run_1/cell_classes.png
Scale bar: 50 um.
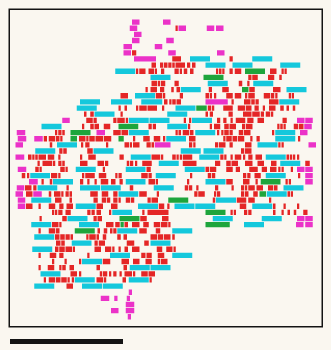
run_1/wire_density.png
Scale bar: 50 um. The die is cut into 28 by 28 equal tiles; dark purple is low, yellow is high, scaled to the fullest tile. Values are wire area over tile area, all layers added.
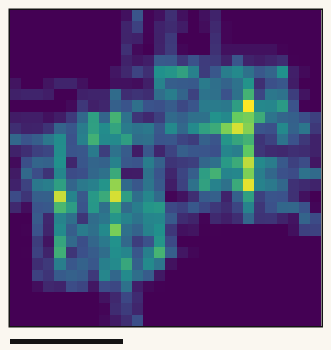
run_1/port_nets.png
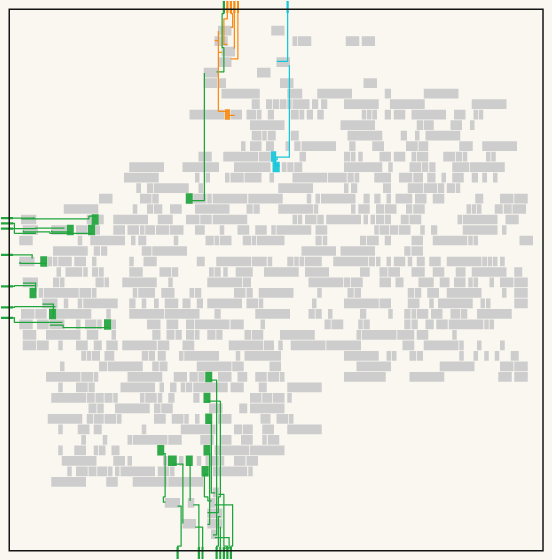
run_1/final_congestion.png
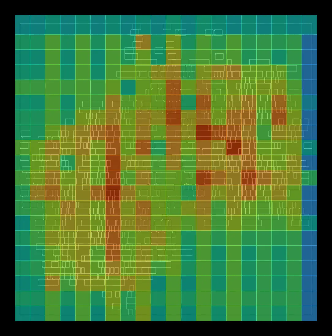
==> config.mk <==
export PLATFORM = sky130hd
export DESIGN_NAME = chain_skew_monitor
export DESIGN_NICKNAME = d
export VERILOG_FILES = /design/src/rtl/chain_mon_pkg.sv /design/src/rtl/inv_chain_param.sv /design/src/rtl/chain_skew_monitor.sv
export SDC_FILE = /design/constraint.sdc
export NUM_CORES = 1
export LEC_CHECK = 0
export CAP_MARGIN = 20
export CORE_AREA = 2 2 136 138
export CTS_CLUSTER_DIAMETER = 50
export DETAILED_ROUTE_END_ITERATION = 16
export DIE_AREA = 0 0 138 140
export GPL_TIMING_DRIVEN = 0
export REMOVE_ABC_BUFFERS = 1
export SYNTH_ARGS = -nofsm -noshare
export SYNTH_HDL_FRONTEND = slang
export SYNTH_SLANG_ARGS = --single-unit
==> constraint.sdc <==
create_clock -name sys_clk -period 3.2 [get_ports sys_clk]
set_input_delay 0.32 -clock sys_clk [delete_from_list [all_inputs] [get_ports sys_clk]]
set_output_delay 0.32 -clock sys_clk [all_outputs]
set_load 0.1 [all_outputs]
==> impl_metrics.csv, run 1 <==
group,metric,value,unit
global_route,first_global_vias,4169,
finish,final_common_cell,"nand2_1",
setup_path,path_cells,"mux2i_1 -> o22ai_1 -> clkdlybuf4s50_1",
setup_path,crit_cells,3,
placed_design,gp_congestion,0.835,
global_route,grt_pass1_wl,21.5,mm
yosys,ys_seq_share,0.418,
finish,nNonClkInverters,12,
cts,holdBufCountCts,0,
cts,clock-root-buffer,"clkbuf_16",
setup_path,crit_arrival,2640,ps
yosys,post-synth-top-area-cell,"dfrtp_1",
detailed_routing,met3_length,566,um
finish,clk_share,0.0494,
power,leakagePower,0.00250,uW
outcome,outcome,"finished clean",
detailed_routing,drt-initial-drc-count,326,
yosys,synth_area,5270,sq um
power,p_comb,1530,uW
yosys,ys.flop_type,"dfrtp_1",
yosys,synth.area.mux_share,0.0421,
finish,seq_area,2200,sq um
finish,bufAreaShareNonClock,0.0900,
finish,comb_area_share,0.453,
setup_path,cp.buffers_inverters,1,
finish,largest_register_ffs,48,
finish,dominant_cells,"logic gates",
power,power_frac_clock,0.259,
power,pwr.group.clock,1080,uW
global_route,grt-ovfl-total,0,
yosys,ys_top_cells_by_area,"dfrtp_1, nand2_1, xor2_1",
yosys,synth_flops,88,
yosys,yosys_warnings,0,
setup_path,worstPathRequired,2880,ps
yosys,syn_inst,599,
floorplan,fp.coreArea,17800,sq um
setup_path,max_stage_delay,1160,ps
finish,lay_top_cells,"nand2_1, dfrtp_1, nor2_1, o21ai_0, xor2_1",
About cell_classes.png:
| color | class | cells |
|---|---|---|
| magenta | other buffers and delay cells | 52 |
| red | all other logic | 473 |
| cyan | flops | 88 |
| green | clock drivers and dummy loads | 16 |
Core Rows: 49
Finished Cell Area: 6230 sq um
flop share of the area: 0.354

About wire_density.png:
nearly empty tiles: 37%
fullest tile: 0.56
tiles over half the peak: 7.8%
emptiest ninth of the die: south-east
final WL: 12.8 mm
WL per Instance: 14.9 um

About port_nets.png:
| color | port | bits | direction | end cells | buffers | wire |
|---|---|---|---|---|---|---|
| green | res_count | 16 | output | 16 | 16 | 457 um |
| orange | chain_out | 4 | output | 1 | 4 | 66.3 um |
| cyan | res_ready | 1 | input | 2 | 1 | 47.1 um |
Top-Level Pins: 49
Port Buffers: 48

About final_congestion.png:
met2 usage: 0.216
met1 global-route usage: 0.188
GR Util met3: 0.0400

==> run 2, diff against run 1 <==
SETUP_SLACK_MARGIN = 0.02   (was default)
clock period = 3.59 ns   (was 3.2 ns; I/O delays follow)
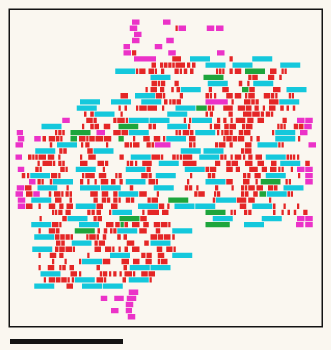
run_2/cell_classes.png
Scale bar: 50 um.
| color | class | cells |
|---|---|---|
| green | clock drivers and dummy loads | 16 |
| red | all other logic | 473 |
| magenta | other buffers and delay cells | 52 |
| cyan | flops | 88 |
Finished Cell Area: 6210 sq um
core area: 17800 sq um
flop share of the area: 0.354

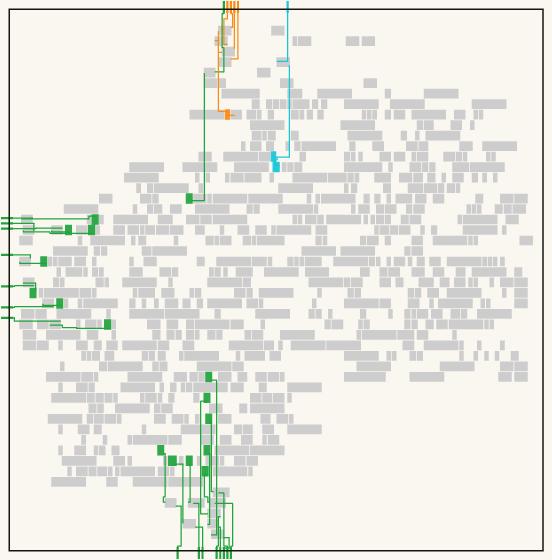
run_2/port_nets.png
| color | port | bits | direction | end cells | buffers | wire |
|---|---|---|---|---|---|---|
| cyan | res_ready | 1 | input | 2 | 1 | 47.1 um |
| orange | chain_out | 4 | output | 1 | 4 | 66.3 um |
| green | res_count | 16 | output | 16 | 16 | 450 um |

==> run 2 against run 1 <==
Clock skew about the same. Sequential share of layout area barely moved. Die area did not move. Via count is 0.12% lower. Wire length is 0.34% lower. Critical endpoint is now res_count[8]. Largest cell class unchanged.
==> impl_metrics.csv, run 2 <==
group,metric,value,unit
detailed_routing,wl,12.7,mm
placed_design,port_buffers,48,
cts,cts_setup_buffers,0,
setup_path,path_cells,"inv_1 -> nor2_1 -> buf_6 -> nand2_1 -> o21ai_0 -> clkdlybuf4s15_1",
yosys,synth_flops,88,
outcome,outcome,"finished clean",
setup_path,crit_arrival,3040,ps
global_route,grt_pass1_wl,21.4,mm
global_route,first_global_vias,4147,
global_route,grt-ovfl-total,0,
global_route,grt_use_met1,0.189,
global_route,use_met3,0.0400,
finish,seq_area,2200,sq um
cts,clock-root-buffer,"clkbuf_16",
finish,nNonClkInverters,12,
finish,lay_top_cells,"nand2_1, dfrtp_1, nor2_1, o21ai_0, xor2_1",
yosys,ys.flop_type,"dfrtp_1",
detailed_routing,met2_length,5.72,mm
finish,largest_register_ffs,48,
yosys,synth_area,5270,sq um
floorplan,core.rowCount,49,
power,power_frac_clock,0.260,
placed_design,gp_congestion,0.835,
setup_path,worstPathRequired,3230,ps
cts,holdBufCountCts,0,
setup_path,cp.buffers_inverters,3,
global_route,grtUsageMet2,0.214,
finish,bufAreaShareNonClock,0.0904,
setup_path,crit_cells,6,
floorplan,io_pins,49,
yosys,yosys_warnings,0,
power,pwr.group.clock,966,uW
yosys,syn_inst,599,
finish,dominant_cells,"logic gates",
cts,worstSkewPairLatency,350,ps
finish,comb_area_share,0.452,
detailed_routing,met3_length,536,um
yosys,ys_seq_share,0.418,
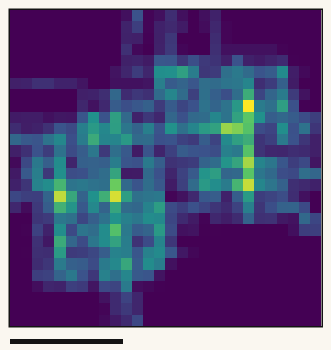
run_2/wire_density.png
Scale bar: 50 um. The die is cut into 28 by 28 equal tiles; dark purple is low, yellow is high, scaled to the fullest tile. Values are wire area over tile area, all layers added.
tiles over half the peak: 6.6%
emptiest ninth of the die: south-east
nearly empty tiles: 37%
fullest tile: 0.58
Tot GR Track Use: 0.138
WL per Instance: 14.8 um

Power figures rest on the tool's default switching activity, not on a simulated workload.
